`config.mk`:
```
export PLATFORM = sky130hd
export DESIGN_NAME = pc_seq_unit
export DESIGN_NICKNAME = d
export VERILOG_FILES = /design/src/rtl/pc_seq_unit_pkg.sv /design/src/rtl/pc_seq_unit_ras_stack.sv /design/src/rtl/pc_seq_unit.sv
export SDC_FILE = /design/constraint.sdc
export NUM_CORES = 1
export LEC_CHECK = 0
export CORE_MARGIN = 8
export CORE_UTILIZATION = 45
export DETAILED_ROUTE_END_ITERATION = 16
export HOLD_SLACK_MARGIN = 0.05
export PLACE_DENSITY = 0.74
export SETUP_SLACK_MARGIN = 0.5
export SLEW_MARGIN = 15
export SYNTH_ARGS = -nofsm -noshare
export SYNTH_HDL_FRONTEND = slang
export SYNTH_HIERARCHICAL = 1
export SYNTH_SLANG_ARGS = --single-unit
```
`constraint.sdc`:
```
create_clock -name clk -period 3.7 [get_ports clk]
set_clock_uncertainty 0.15 [all_clocks]
set_input_delay 0.555 -clock clk [delete_from_list [all_inputs] [get_ports clk]]
set_output_delay 0.555 -clock clk [all_outputs]
set_load 0.1 [all_outputs]
```
`src/rtl/pc_seq_unit_pkg.sv`:
```
// Shared definitions for the PC sequencing unit: next-PC source encoding,
// instruction step and J-type field width.
package pc_pkg;

    typedef enum logic [1:0] {
        SEL_SEQ = 2'd0,
        SEL_BR  = 2'd1,
        SEL_J   = 2'd2,
        SEL_JR  = 2'd3
    } next_sel_e;

    localparam int PC_STEP   = 4;
    localparam int J_INDEX_W = 26;

    // Fixed priority: register jump beats J-type, which beats a taken branch.
    function automatic next_sel_e select_next(input logic jr_req,
                                              input logic j_req,
                                              input logic br_req);
        if (jr_req) begin
            return SEL_JR;
        end
        if (j_req) begin
            return SEL_J;
        end
        if (br_req) begin
            return SEL_BR;
        end
        return SEL_SEQ;
    endfunction

endpackage

```
`src/rtl/pc_seq_unit_ras_stack.sv`:
```
// Circular return-address stack. A push when full overwrites the oldest
// entry; a pop when empty is a no-op so the caller can flag it.
module ras_stack
    import pc_pkg::*;
#(
    parameter int RAS_DEPTH = 4,
    parameter int XLEN      = 32
) (
    input  logic            clk,
    input  logic            rst_n,
    input  logic            push,
    input  logic            pop,
    input  logic [XLEN-1:0] push_data,
    output logic [XLEN-1:0] top,
    output logic            empty,
    output logic            full
);

    localparam int PW = $clog2(RAS_DEPTH);
    localparam int CW = $clog2(RAS_DEPTH + 1);

    logic [XLEN-1:0] mem [RAS_DEPTH];
    logic [PW-1:0]   ptr_reg;
    logic [PW-1:0]   top_idx;
    logic [CW-1:0]   count_reg;

    // Storage carries no reset; empty gates every use of top.
    always_ff @(posedge clk) begin
        if (push) begin
            mem[ptr_reg] <= push_data;
        end
    end

    // The pointer wraps modulo RAS_DEPTH, which gives the overwrite-oldest
    // behaviour for free; only the occupancy count saturates.
    always_ff @(posedge clk) begin
        if (!rst_n) begin
            ptr_reg   <= '0;
            count_reg <= '0;
        end else if (push) begin
            ptr_reg <= ptr_reg + PW'(1);
            if (count_reg != CW'(RAS_DEPTH)) begin
                count_reg <= count_reg + CW'(1);
            end
        end else if (pop && (count_reg != '0)) begin
            ptr_reg   <= ptr_reg - PW'(1);
            count_reg <= count_reg - CW'(1);
        end
    end

    assign top_idx = ptr_reg - PW'(1);
    assign top     = mem[top_idx];
    assign empty   = (count_reg == '0);
    assign full    = (count_reg == CW'(RAS_DEPTH));

endmodule

```
`src/rtl/pc_seq_unit.sv`:
```
// Architectural PC register with prioritised next-PC select, a one-entry
// redirect latch that survives stalls, and an advisory return-address stack.
module pc_seq_unit
    import pc_pkg::*;
#(
    parameter int              XLEN      = 32,
    parameter logic [XLEN-1:0] RESET_PC  = '0,
    parameter int              RAS_DEPTH = 4
) (
    input  logic                 clk,
    input  logic                 rst_n,
    input  logic                 stall,
    input  logic                 br_taken,
    input  logic [XLEN-1:0]      imm,
    input  logic                 jmp,
    input  logic                 jal,
    input  logic [J_INDEX_W-1:0] j_index,
    input  logic                 jr,
    input  logic                 jr_ret,
    input  logic [XLEN-1:0]      jr_target,
    output logic [XLEN-1:0]      pc,
    output logic [XLEN-1:0]      pc_plus4,
    output logic [XLEN-1:0]      branch_pc,
    output logic [XLEN-1:0]      jmp_pc,
    output logic                 ras_empty,
    output logic                 ras_full,
    output logic                 ret_mispredict,
    output logic                 misaligned
);

    logic [XLEN-1:0] pc_reg;
    logic [XLEN-1:0] pend_pc_reg;
    logic            pend_valid_reg;
    logic            ret_mispredict_reg;

    next_sel_e       sel;
    logic [XLEN-1:0] target_next;
    logic            redirect;
    logic            accept;
    logic            ras_push;
    logic            ras_pop;
    logic [XLEN-1:0] ras_top;
    logic            ret_mispredict_next;

    assign pc_plus4  = pc_reg + XLEN'(PC_STEP);
    assign branch_pc = pc_plus4 + (imm << 2);
    assign jmp_pc    = {pc_reg[XLEN-1:28], j_index, 2'b00};

    assign redirect = jr | jal | jmp | br_taken;
    // Inputs only take architectural effect when nothing is held back.
    assign accept   = !stall && !pend_valid_reg;

    always_comb begin
        sel         = select_next(jr, jal | jmp, br_taken);
        target_next = pc_plus4;
        case (sel)
            SEL_JR:  target_next = jr_target;
            SEL_J:   target_next = jmp_pc;
            SEL_BR:  target_next = branch_pc;
            default: target_next = pc_plus4;
        endcase
    end

    // jr outranks jal, so a simultaneous jal must not leave a stale link.
    assign ras_push = accept && jal && !jr;
    assign ras_pop  = accept && jr && jr_ret;

    assign ret_mispredict_next = ras_pop && (ras_empty || (ras_top != jr_target));

    always_ff @(posedge clk) begin
        if (!rst_n) begin
            pc_reg             <= RESET_PC;
            pend_pc_reg        <= '0;
            pend_valid_reg     <= 1'b0;
            ret_mispredict_reg <= 1'b0;
        end else begin
            ret_mispredict_reg <= ret_mispredict_next;
            if (stall) begin
                if (redirect && !pend_valid_reg) begin
                    pend_pc_reg    <= target_next;
                    pend_valid_reg <= 1'b1;
                end
            end else if (pend_valid_reg) begin
                pc_reg         <= pend_pc_reg;
                pend_valid_reg <= 1'b0;
            end else begin
                pc_reg <= target_next;
            end
        end
    end

    ras_stack #(
        .RAS_DEPTH (RAS_DEPTH),
        .XLEN      (XLEN)
    ) u_ras (
        .clk       (clk),
        .rst_n     (rst_n),
        .push      (ras_push),
        .pop       (ras_pop),
        .push_data (pc_plus4),
        .top       (ras_top),
        .empty     (ras_empty),
        .full      (ras_full)
    );

    assign pc             = pc_reg;
    assign ret_mispredict = ret_mispredict_reg;
    assign misaligned     = jr && (jr_target[1:0] != 2'b00);

endmodule

```
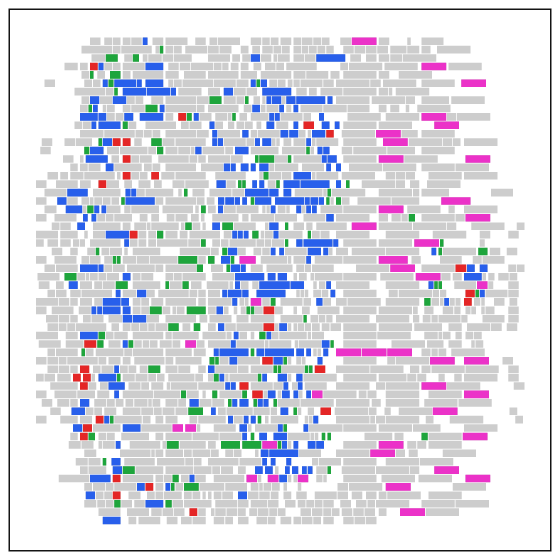
Figure 1: selected gate families.
family	color	cells
aoi and oai cells	blue	246
mux cells	magenta	43
non-inverting ao/oa cells	red	33
nand cells	green	119

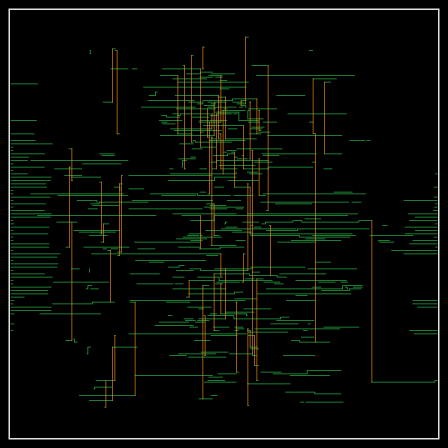
Figure 2: metal layers overlaid.
Two of the layers only.
layer	color	wire length
M3	green	4400 µm
M4	orange	1550 µm

==> ci_impl_report.md <==
### Yosys + OpenROAD results

| Metric | Value |
|---|---|
| Buffers on Ports | 225 |
| Grt ovf | 0 |
| Flop area | 5340 µm² |
| Outcome | finished with violations |
| Logic share of the area | 0.397 |
| Max-area cell share | 0.339 |
| Total die size | approximately 31000 µm² |
| CTS clk-pin slew, worst paths | 0.07 ns |
| CP peak stage delay | ~0.37 ns |
| Final period util | 1.23 |
| Fraction of area in registers | 0.279 |
| Deepest clock path buffer count | 2 |
| Die width | 175 µm |
| HPWL after DPL | around 31 mm |
| Top class by area | logic gates |
| Mux frac, synth | 0.0741 |
| Met1 Wirelength | 17.7 mm |
| Vias in the first global route | 10800 |
| Setup Viol. Count Final | around 53 |
| Cell family with most CP delay | AND-OR/OR-AND gates |
| Setup ws final | -0.840 ns |
| Number of enable flip-flop cells | 128 |
| Adder-Cell Fraction of Synth Area | 0.0477 |
| Routed met3 length | 4.40 mm |
| Cell count after placement | 1746 |
| Post-CTS sizing | approximately 150 |
| Pwr/cell area | 426 nW/µm² |
| Worst slew pin tran | 0.991 ns |
| Xor/xnor share of the synthesized area | 0.0710 |
| Fill count | around 1400 |
| RSZ-0062 raised after global routing | yes |
| Final hold vios | 0 |
| Commonest flop | edfxtp_1 |
| Metal2 WL | 22.2 mm |
| Crit-path cells | ha_4, nand3_4, nor2_4, buf_6, and4_4, xor2_4, ha_4, buf_6, nand4_1, a21oi_2, o31a_1, a211o_1, a21boi_4, o31ai_2, buf_4, xnor2_4, buf_12 |
| ANT cells | 0 |
| Final min period | 4.54 ns |
| Met3 Usage GRT | 0.0516 |
| Clk Latency, worst-skew pair | 0.45 ns |
| Simple-Gate Area Share | 0.123 |
| Yosys warns | 6 |
| Root buffer selected by CTS | clkbuf_16 |
| WL/cell | around 25 µm |
| Met1 Usage GRT | 0.361 |
| Post-synth top area cell | edfxtp_1 |
| # IOs | between 200 and 250 |
| Fin cells | 1864 |
| Largest register FFs | 128 |
| Final nets | 1661 |
| Main area contributors | edfxtp_1 34%, dfxtp_1 13%, mux4_2 6.0% |
| Crit path DRT | 2.99 ns |
| Log Warnings | 40 |
| Starting DRC count in detailed routing | between 1000 and 1500 |
| Die Y | roughly 170 µm |
| Multi-input gates | between 700 and 800 |
| First-pass GRT wire length | 63.3 mm |
| Synth Register Bits | roughly 200 |
| Syn Area/Cell | 10.6 µm² |
| GR peak layer | met2 |
| Fin. max-slew vios | 0 |
| Top cells by count | 128 x edfxtp_1, 85 x nor2_1, 82 x a21oi_1, 75 x nand2_1, 71 x dfxtp_1 |
| Number of CTS-inserted buffers | 17 |
| P&R area growth vs syn | 68.7% |
| Initial antenna violation count | 0 |
| Via count | 11300 |
| Violated checks | setup timing |
| Worst path bufs/invs | 4 |
| Non-CTS inverters | 25 |
| Yosys synthesis chip area | 11300 µm² |
| Unique cell types | 83 |
| Clk sinks | 199 |
| Non-clock buffers | between 500 and 600 |
| DRT Wirelength | 45.9 mm |
| Achievable frequency | 0.220 GHz |
| Share of layout cells above drive strength 1 | 0.467 |
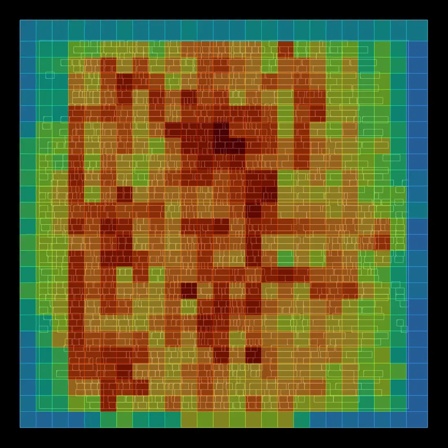
Figure 3: routing congestion.
GRT met2 Usage: 0.438
Final Util: 0.766
Overall Global Routing Usage: 0.268

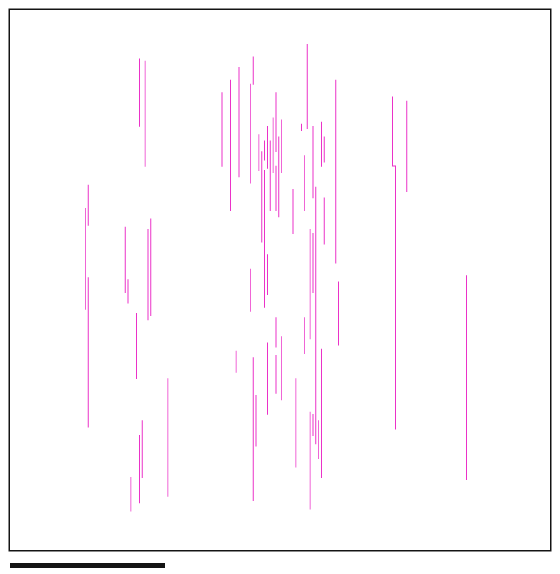
Figure 4: the metal 4 layer.
The bar under the picture is 50 µm long.
share of all routed wire	3.4%
wire length on this layer	1550 µm
longest straight run	85.1 µm

## path summary, 6_finish.rpt
| path | start | to | slack, ns | cells after the start |
|---|---|---|---|---|
| worst min-delay path | pend_pc_reg[31] | pend_pc_reg[31] | 0.33 | 2 |
| worst max register to register | pc[9] | pend_pc_reg[29] | -0.84 | 24 |
| worst max-delay path | pc[2] | branch_pc[26] | -0.84 | 17 |
| worst min register to register | pend_pc_reg[31] | pend_pc_reg[31] | 0.33 | 2 |
## power breakdown
part / leakage (nW) / internal, mW / switching, mW
combinational: 5.39 / 1.45 / 2.28
clock: 0.296 / 1.03 / 0.896
sequential: 1.73 / 2.44 / 0.0549
## stage by stage
stage | util | area (µm²) | setup TNS [ns] | hold slack, ns | power [mW]
after CTS | 0.727 | 18200 | -12.22 | 0.307 | 7.82
after floorplan | - | 12500 | -71.36 | 0.282 | 4.54
after global placement | 0.655 | 16400 | -5.91 | 0.290 | 5.66
after detailed placement | 0.655 | 16400 | -7.41 | 0.297 | 5.69
after global routing | 0.766 | 19100 | -25.08 | 0.332 | 8.34
final | 0.766 | 19100 | -19.37 | 0.327 | 8.15
## cells in the final DEF, fill, tap and decap left out, drive strengths merged, types with 10 or more instances in the layout
| cell type | instances |
|---|---|
| o21ai | 65 |
| buf | 408 |
| nand3 | 24 |
| nor3 | 29 |
| inv | 31 |
| nand4 | 13 |
| o221ai | 10 |
| mux2i | 10 |
| nor4 | 13 |
| and3 | 12 |
| dfxtp | 71 |
| a21oi | 84 |
| ha | 40 |
| xor2 | 51 |
| mux4 | 32 |
| a21o | 16 |
| clkdlybuf4s50 | 121 |
| nor2 | 85 |
| edfxtp | 128 |
| a211oi | 18 |
| nand2 | 76 |
| a221oi | 11 |
| a31oi | 14 |
| clkbuf | 17 |
| or3 | 10 |
| xnor2 | 40 |
Power and IR drop assume default switching activity.
